**Run 1: PDN straps and rails**

Bar = 50 um. Pins as bars on the die edge. Tap cells in gray.
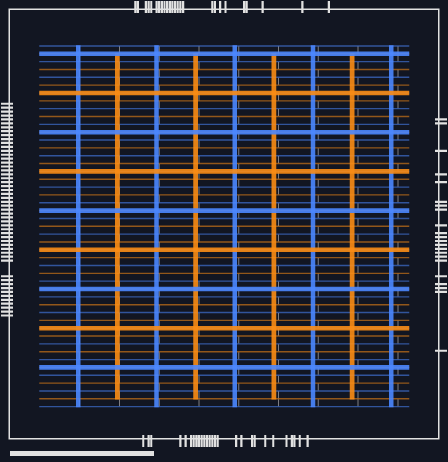
**Run 1: cell classes on the final placement**

Bar = 50 um.
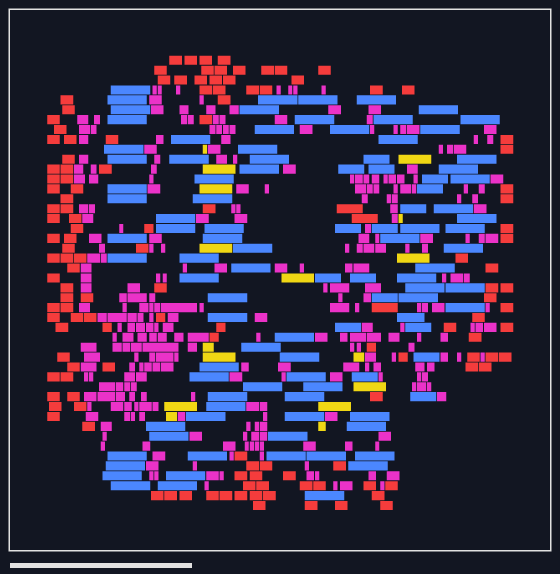
**Run 1: clock wires, drivers and flops**

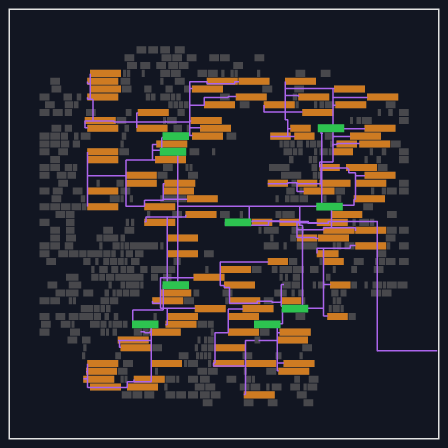
**Run 1: metal layers overlaid**

Bar = 50 um. Two of the layers only.
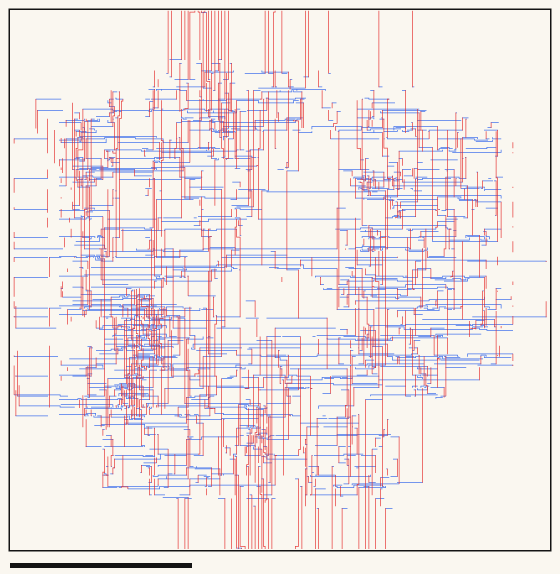
--- src/rtl/instr_encoder.sv ---
// Streaming ARM32 instruction encoder: turns decoded field bundles into instruction words,
// buffers them in a 2-entry FIFO tagged with sequential imem addresses, and appends HALT on flush.
module instr_encoder #(
   parameter int unsigned ADDR_W    = 10,
   parameter int unsigned BASE_ADDR = 0
) (
   input  logic              clk,
   input  logic              rst,
   input  logic              clear,
   input  logic              in_valid,
   output logic              in_ready,
   input  logic [3:0]        cond,
   input  logic [6:0]        opcode,
   input  logic              en_status,
   input  logic [3:0]        rn,
   input  logic [3:0]        rd,
   input  logic [3:0]        rs,
   input  logic [3:0]        rm,
   input  logic [1:0]        shift_op,
   input  logic [4:0]        imm5,
   input  logic [11:0]       imm12,
   input  logic [23:0]       imm24,
   input  logic              P,
   input  logic              U,
   input  logic              W,
   input  logic              flush,
   output logic              out_valid,
   input  logic              out_ready,
   output logic [31:0]       out_instr,
   output logic [ADDR_W-1:0] out_addr,
   output logic              done,
   output logic              illegal
);

   typedef enum logic [1:0] {StRun, StHaltPend, StDone} state_e;

   localparam logic [31:0]       HaltWord = 32'hE1000000;
   localparam logic [ADDR_W-1:0] BaseAddr = ADDR_W'(BASE_ADDR);

   state_e            state_q, state_d;
   logic [1:0]        count_q, count_d;
   logic              rd_ptr_q, rd_ptr_d;
   logic              wr_ptr_q, wr_ptr_d;
   logic [ADDR_W-1:0] addr_q, addr_d;
   logic              illegal_q, illegal_d;
   logic [31:0]       instr_mem_q [2];
   logic [ADDR_W-1:0] addr_mem_q [2];

   logic [3:0]  dp_op;
   logic [31:0] enc_word;
   logic        enc_bad;
   logic        accept, push, pop;
   logic [31:0] push_word;

   // Low nibble of every dp opcode selects the operation; xx0000 is MOV, 0100 is ADD immediate.
   always_comb begin
      dp_op = 4'b0100;
      case (opcode[3:0])
         4'b0000: dp_op = 4'b1101;
         4'b0100: dp_op = 4'b0100;
         4'b1000: dp_op = 4'b0100;
         4'b1001: dp_op = 4'b0010;
         4'b1010: dp_op = 4'b1010;
         4'b1011: dp_op = 4'b0000;
         4'b1100: dp_op = 4'b1100;
         4'b1101: dp_op = 4'b0001;
         default: dp_op = 4'b0100;
      endcase
   end

   always_comb begin
      enc_word = {cond, 7'b0001000, 21'b0};
      enc_bad  = 1'b0;
      case (opcode)
         7'b0000000: enc_word = {cond, 7'b0011001, 21'b0};
         7'b0000001: enc_word = {cond, 7'b0001000, 21'b0};
         7'b0000100, 7'b0001001, 7'b0001010, 7'b0001011, 7'b0001100, 7'b0001101:
            enc_word = {cond, 3'b001, dp_op, en_status, rn, rd, imm12};
         7'b0010000, 7'b0011000, 7'b0011001, 7'b0011010, 7'b0011011, 7'b0011100, 7'b0011101:
            enc_word = {cond, 3'b000, dp_op, en_status, rn, rd, imm5, shift_op, 1'b0, rm};
         7'b0110000, 7'b0111000, 7'b0111001, 7'b0111010, 7'b0111011, 7'b0111100, 7'b0111101:
            enc_word = {cond, 3'b000, dp_op, en_status, rn, rd, rs, 1'b0, shift_op, 1'b1, rm};
         7'b1001001: enc_word = {cond, 8'b00010010, 12'hFFF, 4'b0001, rm};
         7'b1001101: enc_word = {cond, 8'b00010010, 12'hFFF, 4'b0011, rm};
         7'b1001000: enc_word = {cond, 4'b1010, imm24};
         7'b1001100: enc_word = {cond, 4'b1011, imm24};
         7'b1000000: enc_word = {cond, 3'b010, P, U, 1'b0, W, 1'b1, 4'b1111, rd, imm12};
         7'b1100000: enc_word = {cond, 3'b010, P, U, 1'b0, W, 1'b1, rn, rd, imm12};
         7'b1101000:
            enc_word = {cond, 3'b011, P, U, 1'b0, W, 1'b1, rn, rd, imm5, shift_op, 1'b0, rm};
         7'b1110000: enc_word = {cond, 3'b010, P, U, 1'b0, W, 1'b0, rn, rd, imm12};
         7'b1111000:
            enc_word = {cond, 3'b011, P, U, 1'b0, W, 1'b0, rn, rd, imm5, shift_op, 1'b0, rm};
         default: enc_bad = 1'b1;
      endcase
   end

   always_comb begin
      in_ready  = (state_q == StRun) && (count_q != 2'd2);
      accept    = in_valid & in_ready;
      out_valid = (count_q != 2'd0);
      pop       = out_valid & out_ready;
      state_d   = state_q;
      push      = accept;
      push_word = enc_word;
      case (state_q)
         StRun: begin
            if (flush) state_d = StHaltPend;
         end
         StHaltPend: begin
            if (count_q != 2'd2) begin
               push      = 1'b1;
               push_word = HaltWord;
               state_d   = StDone;
            end
         end
         default: ;
      endcase
      count_d   = count_q + {1'b0, push} - {1'b0, pop};
      wr_ptr_d  = wr_ptr_q ^ push;
      rd_ptr_d  = rd_ptr_q ^ pop;
      addr_d    = addr_q + ADDR_W'(push);
      illegal_d = illegal_q | (accept & enc_bad);
      done      = (state_q == StDone) && (count_q == 2'd0);
      illegal   = illegal_q;
      out_instr = out_valid ? instr_mem_q[rd_ptr_q] : 32'h0;
      out_addr  = out_valid ? addr_mem_q[rd_ptr_q] : addr_q;
   end

   always_ff @(posedge clk) begin
      if (rst || clear) begin
         state_q   <= StRun;
         count_q   <= 2'd0;
         rd_ptr_q  <= 1'b0;
         wr_ptr_q  <= 1'b0;
         addr_q    <= BaseAddr;
         illegal_q <= 1'b0;
      end else begin
         state_q   <= state_d;
         count_q   <= count_d;
         rd_ptr_q  <= rd_ptr_d;
         wr_ptr_q  <= wr_ptr_d;
         addr_q    <= addr_d;
         illegal_q <= illegal_d;
      end
   end

   // Storage needs no reset: entries are only visible while count_q covers them.
   always_ff @(posedge clk) begin
      if (push) begin
         instr_mem_q[wr_ptr_q] <= push_word;
         addr_mem_q[wr_ptr_q]  <= addr_q;
      end
   end

endmodule
--- config.mk ---
export PLATFORM = sky130hd
export DESIGN_NAME = instr_encoder
export DESIGN_NICKNAME = d
export VERILOG_FILES = /design/src/rtl/instr_encoder.sv
export SDC_FILE = /design/constraint.sdc
export NUM_CORES = 1
export LEC_CHECK = 0
export CAP_MARGIN = 20
export CORE_MARGIN = 10
export CORE_UTILIZATION = 30
export DETAILED_ROUTE_END_ITERATION = 6
export GPL_ROUTABILITY_DRIVEN = 1
export PLACE_DENSITY = 0.52
export SYNTH_ARGS = -nofsm -noshare
export SYNTH_HDL_FRONTEND = slang
export SYNTH_SLANG_ARGS = --single-unit
--- constraint.sdc ---
create_clock -name clk -period 3.3 [get_ports clk]
set_input_delay 0.33 -clock clk [delete_from_list [all_inputs] [get_ports clk]]
set_output_delay 0.33 -clock clk [all_outputs]
set_load 0.03 [all_outputs]
==> ci_impl_report.md, run 1 <==
## Synthesis and layout report

| Metric | Value |
|---|---|
| Number of instances in the synthesized netlist | ~420 |
| Setup Skew | 6.514 ps |
| Worst R2R Setup Slack | between 1000 and 1500 ps |
| Number of maximum-capacitance constraint violations | 0 |
| Result of the run | finished, final reports clean |
| Total internal power | roughly 2.3 mW |
| Tool Warnings | 30 |
| Synth top area share | slightly above 50% |
| Routed length on met3 | between 900 and 1000 um |
| Remaining global-route overflow | 0 |
| Yosys reg bits | between 100 and 150 |
| Critical path type | reg2out |
| Final Hold Violation Tally | 0 |
| Data required time of the worst path | between 2000 and 3000 ps |
| Number of buffers inserted by post-CTS setup repair | 0 |
| Vias/cell | 4.817 |
| Comb gate area | about 0.0019 sq mm |
| Worst-path cell chain | buf_12 -> mux2i_1 -> nor2_1 -> clkdlybuf4s50_1 |
| Yosys stat chip area | 0.004951 sq mm |
| Pwr Total | roughly 3 mW |
| Number of cells in the yosys synthesis report | ~420 |
| Number of cell rows | between 40 and 50 |
| Commonest cells in the netlist | edfxtp_1, nor2_1, mux2i_1, nand2_1, o21ai_0 |
| Post-Route Hold Slack | roughly 460 ps |
| Synth unique cells | approximately 50 |
| Source-to-sink clock delay at the later pin of the worst-skew pair | 340 ps |
| Reg2Reg Capture Point | addr_q[8]$_SDFF_PP0_ |
| Layout Cell Area excl Fill | approximately 0.0067 sq mm |
| FF/Latch Area | approximately 0.0029 sq mm |
| Type of element launching the critical path | flip-flop |
| FF-to-FF path depth | 9 |
| Timing startpoint of the critical path | rd_ptr_q$_SDFF_PP0_ |
| Cell at the root of the clock tree | clkbuf_16 |
| Post-CTS Resized | 0 |
| Stages on the worst setup path | 4 |
| Cell with the largest stage delay on the worst path | clkdlybuf4s50_1 |
| Launch instance of the worst register-to-register path | count_q[0]$_SDFF_PP0_ |
| Final period util | between 80% and 90% |
| Final Critical Period | approximately 2700 ps |
| Crit-path max cell delay | between 700 and 800 ps |
| Count of input and output buffers | about 130 |
| Fill cell instance count of the final layout | between 1000 and 1500 |
| Clock tree from TritonCTS | yes |
| Setup repair after global routing missed its margin | false |
Notes on 'PDN straps and rails' above:
VSS: drawn in blue. VDD: drawn in orange.
9 straps on met4. The core has 46 rows. 47 met1 rails follow the rows. 126 signal pins sit on the boundary. 216 tap cells.
Die X-Extent: 148.5 um
overall die height: 148.5 um
worst-case vdd ir drop: 0.0002540 V
core region area: 0.01606 sq mm

Notes on 'cell classes on the final placement' above:
combinational and other logic: drawn in magenta, cells 291, share of their area 30%. remaining buffers and delay cells: drawn in red, cells 135, share of their area 21%. sequential cells: drawn in blue, cells 101, share of their area 44%. clock drivers and dummy loads: drawn in yellow, cells 16, share of their area 4.5%.

Notes on 'clock wires, drivers and flops' above:
flip-flops: drawn in orange, count 101. clock wires: drawn in purple, length 1220 um. clock drivers: drawn in green, count 9.
There are 10 routed clock nets.

Notes on 'metal layers overlaid' above:
metal 2: drawn in red, wire length 6220 um. metal 1: drawn in blue, wire length 5890 um.
global-route total usage across every layer: 11.99%
Detailed Route WL: 13160 um
DR vias: 3661
WL per Instance: 17.32 um

==> run 1: kinds of logic (layout without fill, tap and decap cells) <==
logic type | after synthesis | in the layout | synth area share, %
AOI/OAI and AO/OA | 83 | 83 | 11.93
adders and majority gates | 10 | 10 | 2.527
xor gates and xnor gates | 8 | 8 | 1.415
and+or+nand+nor | 138 | 138 | 14.05
DFF | 101 | 101 | 57.82
buffers and inverters | 36 | 160 | 3.563
other | 0 | 1 | 0
muxes | 43 | 43 | 8.693
==> run 1: power by group through the flow <==
| stage | Clock [mW] | Sequential (mW) | Combinational [mW] |
|---|---|---|---|
| 2_1_floorplan | 0 | 1.51 | 0.292 |
| 3_3_place_gp | 0 | 1.51 | 0.548 |
| 3_5_place_dp | 0 | 1.51 | 0.549 |
| 4_1_cts | 1.04 | 1.49 | 0.550 |
| 5_1_grt | 1.09 | 1.49 | 0.586 |
| 6_report | 1.01 | 1.48 | 0.538 |
==> run 1: layout make-up <==
| cell class | count | area share, % |
|---|---|---|
| antenna | 1 | 0.03708 |
| clock inverter | 4 | 0.4820 |
| sequential | 101 | 42.44 |
| multi-input combinational | 282 | 28.51 |
| timing repair buffer | 135 | 20.21 |
| tap | 216 | 4.004 |
| inverter | 9 | 0.5006 |
| clock buffer | 12 | 3.819 |
==> run 1: sequential cells by signal, indices dropped and copies added, names as in the netlist <==
register / flops
state_q: 2
wr_ptr_q: 1
instr_mem_q: 64
addr_mem_q: 20
rd_ptr_q: 1
illegal: 1
addr_q: 10
count_q: 2
==> run 1: routing by layer <==
layer / vias up / GRT usage [%]
met5: - / 0
met4: 0 / 3.865
met3: 4 / 4.399
met2: 100 / 19.39
met1: 1753 / 14.44
li1: 1804 / -
**Run 1: placement view**

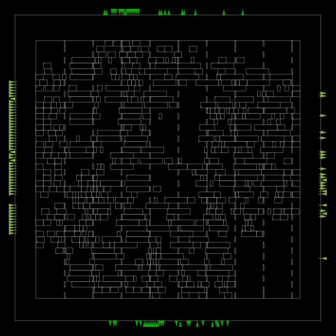

--- run 2 (diff from run 1) ---
==> constraint.sdc (replaced) <==
create_clock -name clk -period 2.5 [get_ports clk]
set_input_delay 0.25 -clock clk [delete_from_list [all_inputs] [get_ports clk]]
set_output_delay 0.25 -clock clk [all_outputs]
set_load 0.03 [all_outputs]
**Run 2: placement view**

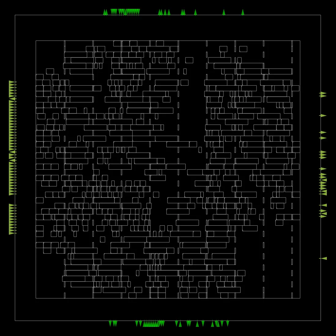
fin util: 43.84%
fill cell instance count of the final layout: 1490

==> ci_impl_report.md, run 2 <==
## Synthesis and layout report

| Metric | Value |
|---|---|
| Data required time of the worst path | 2250 ps (was 2970 ps) |
| Number of cells in the yosys synthesis report | 419 (unchanged) |
| Stages on the worst setup path | 5 (was 4) |
| Cell with the largest stage delay on the worst path | clkdlybuf4s50_1 (unchanged) |
| Crit-path max cell delay | 720 ps (was 730 ps) |
| Simple-gate portion of the synthesized area | 14.05% (unchanged) |
| FF-to-FF path depth | 9 (unchanged) |
| AO/OA Area Share | 11.93% (unchanged) |
| Overall die height | 148.5 um (unchanged) |
| Number of maximum-capacitance constraint violations | 0 (unchanged) |
| Register bank with the most flops | instr_mem_q (unchanged) |
| Type of element launching the critical path | flip-flop (unchanged) |
| Critical path type | reg2out (unchanged) |
| Final Critical Period | 2295 ps |
| Setup repair after global routing missed its margin | false (unchanged) |
| XOR/XNOR Fraction of Synth Area | 1.415% (unchanged) |
| Cell at the root of the clock tree | clkbuf_16 (unchanged) |
| Synthesis-to-finish area growth | 42.20% (was 36.32%) |
| Layout Cell Area excl Fill | 0.007041 sq mm (was 0.006749 sq mm) |
| Share of synthesized area spent on multiplexers | 8.693% (unchanged) |
| Number of instances in the synthesized netlist | 419 (unchanged) |
| Adder and majority gate portion of the synthesized area | 2.527% (unchanged) |
| Remaining global-route overflow | 0 (unchanged) |
| Detailed Route WL | 13990 um (was 13160 um) |
| Worst-case vdd ir drop | 0.0003408 V (was 0.0002540 V) |
| Pwr Total | 4.053 mW (was 3.035 mW) |
| Clock tree from TritonCTS | yes (unchanged) |
| Worst-path cell chain | nor2_4 -> buf_4 -> nand2_1 -> o21ai_0 -> clkdlybuf4s50_1 (was buf_12 -> mux2i_1 -> nor2_1 -> clkdlybuf4s50_1) |
| Launch instance of the worst register-to-register path | count_q[0]$_SDFF_PP0_ (unchanged) |
| Yosys stat chip area | 0.004951 sq mm (unchanged) |
| Final antenna diode count | 0 (was 1) |
| Number of flip-flops in the largest register | 64 (unchanged) |
| Final period util | about nine tenths |
| Prevailing logic family in the synthesized netlist | simple AND/OR/NAND/NOR gates (unchanged) |
| Synth unique cells | 50 (unchanged) |
| Total internal power | 2.977 mW (was 2.264 mW) |
| Largest registers | instr_mem_q (64), addr_mem_q (20), addr_q (10) (unchanged) |
| Synth top area share | 50.95% (unchanged) |
| Yosys reg bits | 101 (unchanged) |
| Core region area | 0.01606 sq mm (unchanged) |
| Result of the run | finished, final reports clean (unchanged) |
| Timing startpoint of the critical path | count_q[1]$_SDFF_PP0_ (was rd_ptr_q$_SDFF_PP0_) |
| Post-Route Hold Slack | 446.8 ps (was 457.6 ps) |
| Die X-Extent | 148.5 um (unchanged) |
| Tool Warnings | 30 (unchanged) |
| WL per Instance | 17.64 um (was 17.32 um) |
| Worst R2R Setup Slack | 290 ps (was 1070 ps) |
**Run 2: clock wires, drivers and flops**

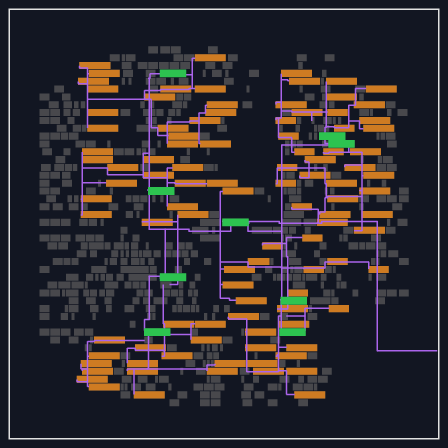
clock wires: drawn in purple, length 1320 um. flip-flops: drawn in orange, count 101. clock drivers: drawn in green, count 9.
Position of the flops: all over the die. There are 10 routed clock nets.
source-to-sink clock delay at the later pin of the worst-skew pair: 350 ps
Setup Skew: 8.191 ps
clock distribution power: 1.32 mW

## run 2: cell counts after synthesis
Identical to the previous run, type by type.
## run 2: cell type report
class	count	area [sq um]	share of cell area, %
timing repair buffer	169	1669	23.71
multi-input combinational	282	1927	27.37
sequential	101	2864	40.68
clock buffer	10	229.0	3.252
tap	216	270.3	3.839
clock inverter	6	47.55	0.6753
inverter	9	33.78	0.4798
## run 2: what timing repair did
| action | 4_1_cts | 5_1_grt |
|---|---|---|
| hold endpoints to repair | 0 | 0 |
| endpoints found under the setup margin | 0 | 1 |
| setup buffers | 0 | 0 |
| gates resized | 0 | 1 |
## run 2: metal layers
metal / share of wire, % / global-route usage, % / up-vias / wire length [um]
li1: - / - / 1874 / -
met1: 45 / 16.20 / 1844 / 6240
met2: 47 / 20.73 / 116 / 6606
met3: 6.8 / 3.975 / 14 / 944
met4: 1.4 / 4.410 / 0 / 193
met5: 0 / 0 / - / 0
## run 2: how the worst min path moves through the flow
stage,startpoint,endpoint,slack (ps),cells after the start
after floorplan,flush,state_q[0]$_SDFFE_PP0P_,410,2
after global placement,illegal$_SDFF_PP0_,illegal$_SDFF_PP0_,430,2
after detailed placement,illegal$_SDFF_PP0_,illegal$_SDFF_PP0_,440,2
after CTS,illegal$_SDFF_PP0_,illegal$_SDFF_PP0_,450,2
after global routing,illegal$_SDFF_PP0_,illegal$_SDFF_PP0_,470,2
final,illegal$_SDFF_PP0_,illegal$_SDFF_PP0_,450,2
## run 2: power by group through the flow
stage	Combinational, mW	Clock, mW	Sequential (mW)
floorplan	0.386	0	1.99
global placement	0.785	0	1.99
detailed placement	0.789	0	2.00
CTS	0.791	1.36	1.96
global route	0.846	1.43	1.97
finish	0.778	1.32	1.96
**Run 2: cell classes on the final placement**

Bar = 50 um.
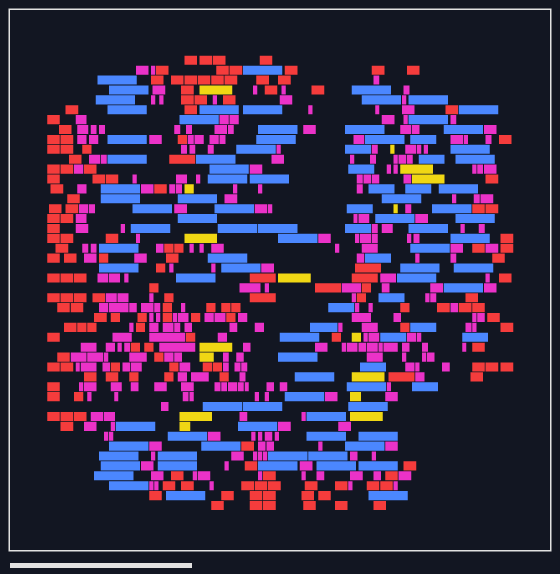

--- run 3 (diff from run 2) ---
--- a/config.mk
+++ b/config.mk
@@ -5,12 +5,14 @@
 export SDC_FILE = /design/constraint.sdc
 export NUM_CORES = 1
 export LEC_CHECK = 0
+export ABC_AREA = 1
 export CAP_MARGIN = 20
 export CORE_MARGIN = 10
-export CORE_UTILIZATION = 30
+export CORE_UTILIZATION = 52
 export DETAILED_ROUTE_END_ITERATION = 6
 export GPL_ROUTABILITY_DRIVEN = 1
-export PLACE_DENSITY = 0.52
+export PLACE_DENSITY = 0.81
+export SETUP_SLACK_MARGIN = 0.1
 export SYNTH_ARGS = -nofsm -noshare
 export SYNTH_HDL_FRONTEND = slang
 export SYNTH_SLANG_ARGS = --single-unit
**Run 3: cell classes on the final placement**

Bar = 50 um.
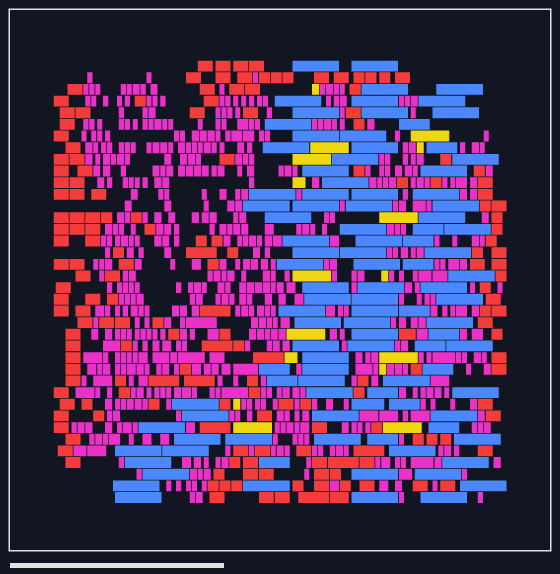
combinational and other logic: drawn in magenta, cells 613, share of their area 37%. sequential cells: drawn in blue, cells 101, share of their area 37%. remaining buffers and delay cells: drawn in red, cells 174, share of their area 22%. clock drivers and dummy loads: drawn in yellow, cells 16, share of their area 3.5%.
core region area: 0.01094 sq mm
Layout Cell Area excl Fill: 0.007841 sq mm
number of cell rows: 38
fin util: 71.70%

==> ci_impl_report.md, run 3 <==
## Synthesis and layout report

| Metric | Value |
|---|---|
| Vias/cell | 5.507 (was 4.852) |
| Type of element launching the critical path | flip-flop (unchanged) |
| Overall die height | 126.0 um (was 148.5 um) |
| Biggest Area Class | flip-flops and latches (unchanged) |
| Worst R2R Setup Slack | 210 ps (was 290 ps) |
| Yosys stat chip area | 0.005838 sq mm (was 0.004951 sq mm) |
| Number of sequential cells in the layout | 101 (unchanged) |
| Largest registers | instr_mem_q (64), addr_mem_q (20), addr_q (10) (unchanged) |
| Detailed Route WL | 18150 um (was 13990 um) |
| Number of flip-flops in the largest register | 64 (unchanged) |
| Remaining global-route overflow | 0 (unchanged) |
| Final Hold Violation Tally | 0 (unchanged) |
| Final period util | 92.21% (was 91.80%) |
| Synthesis-to-finish area growth | 34.31% (was 42.20%) |
| Launch instance of the worst register-to-register path | count_q[0]$_SDFF_PP0_ (unchanged) |
| FF/Latch Area | 0.002864 sq mm (unchanged) |
| Global-route total usage across every layer | 22.19% (was 12.96%) |
| Reg2Reg Capture Point | addr_q[8]$_SDFF_PP0_ (was addr_q[6]$_SDFF_PP0_) |
| Count of input and output buffers | 125 (unchanged) |
| Yosys reg bits | 101 (unchanged) |
| Critical path type | reg2out (unchanged) |
| FF-to-FF path depth | 14 (was 9) |
| Number of maximum-capacitance constraint violations | 0 (unchanged) |
| Fill cell instance count of the final layout | 807 (was 1490) |
| Endpoint with the worst hold slack | addr_mem_q[1][7]$_DFFE_PP_ (was illegal$_SDFF_PP0_) |
| Result of the run | finished with violations (was finished, final reports clean) |
| Clock tree from TritonCTS | yes (unchanged) |
| Tool Warnings | 32 (was 30) |
| Violations in the final reports | design-rule violations |
| Synth top area share | 43.21% (was 50.95%) |
| Hold depth | 0 (was 2) |
| Final routed DRC violation total | 1 (was 0) |
| Worst-case vdd ir drop | 0.0004166 V (was 0.0003408 V) |
| Number of buffers inserted by post-CTS setup repair | 2 (was 0) |
| WL per Instance | 17.38 um (was 17.64 um) |
| Commonest cells in the netlist | nand2_1, nand3_1, nor2_1, edfxtp_1, a21oi_1 (was edfxtp_1, nor2_1, mux2i_1, nand2_1, o21ai_0) |
**Run 3: metal layers overlaid**

Bar = 50 um. Two of the layers only.
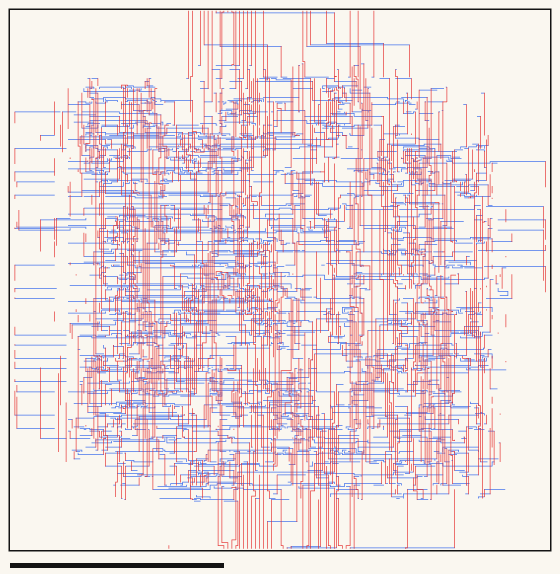
metal 1: drawn in blue, wire length 7320 um. metal 2: drawn in red, wire length 9000 um.

==> run 3: cell count changes after synthesis, sizes merged, moves of 8 or more <==
| cell | before | now |
|---|---|---|
| a221oi | 10 | 0 |
| nand2 | 28 | 237 |
| and2 | 8 | 0 |
| nor2 | 59 | 101 |
| o21ai | 23 | 15 |
| nor3 | 2 | 17 |
| inv | 9 | 50 |
| mux2i | 43 | 0 |
| nand3 | 7 | 95 |
| a21oi | 18 | 66 |
==> run 3: layer usage <==
metal  track usage (%)  vias to the layer above  routed length, um
li1                  -                     2785                  -
met1             26.47                     2671               7316
met2             37.71                      260               8997
met3             5.327                       33               1321
met4             8.774                        0                514
met5                 0                        -                  0
==> run 3: logic make-up (layout without fill, tap and decap cells) <==
kind of cell | Yosys count | count (layout) | synth area share (%)
AND-OR/OR-AND | 91 | 91 | 8.444
buffers and inverters | 86 | 244 | 6.193
adder cells (fa/ha/maj) | 10 | 10 | 2.143
XOR/XNOR | 3 | 3 | 0.4501
flip-flops | 101 | 101 | 49.04
AND/OR/NAND/NOR | 455 | 455 | 33.73
==> run 3: power groups by stage <==
stage                     combinational [mW]  sequential, mW  clock, mW
after detailed placement               0.918            1.98          0
after global placement                 0.900            1.97          0
after CTS                              0.932            1.95       1.25
final                                  0.938            1.95       1.24
after global routing                    1.01            1.95       1.31
after floorplan                        0.480            1.98          0
==> run 3: critical path, cell delays in order, from the launching register on <==
cell,delay (ps)
dfxtp_1,360
clkinvlp_4,200
buf_4,220
nand2_1,70
a22oi_1,170
clkdlybuf4s50_1,700
==> run 3: metrics by stage <==
step	cells	utilization (%)	setup TNS (ps)	hold WS (ps)
floorplan	746	-	0	397.2
detailed placement	1026	68.91	-2774	455.5
finish	1044	71.70	0	473.0
CTS	1044	71.56	0	471.3
global placement	1026	68.91	-5.113	433.3
global route	1044	71.70	0	494.7
Power is estimated from default activity; no workload was simulated.
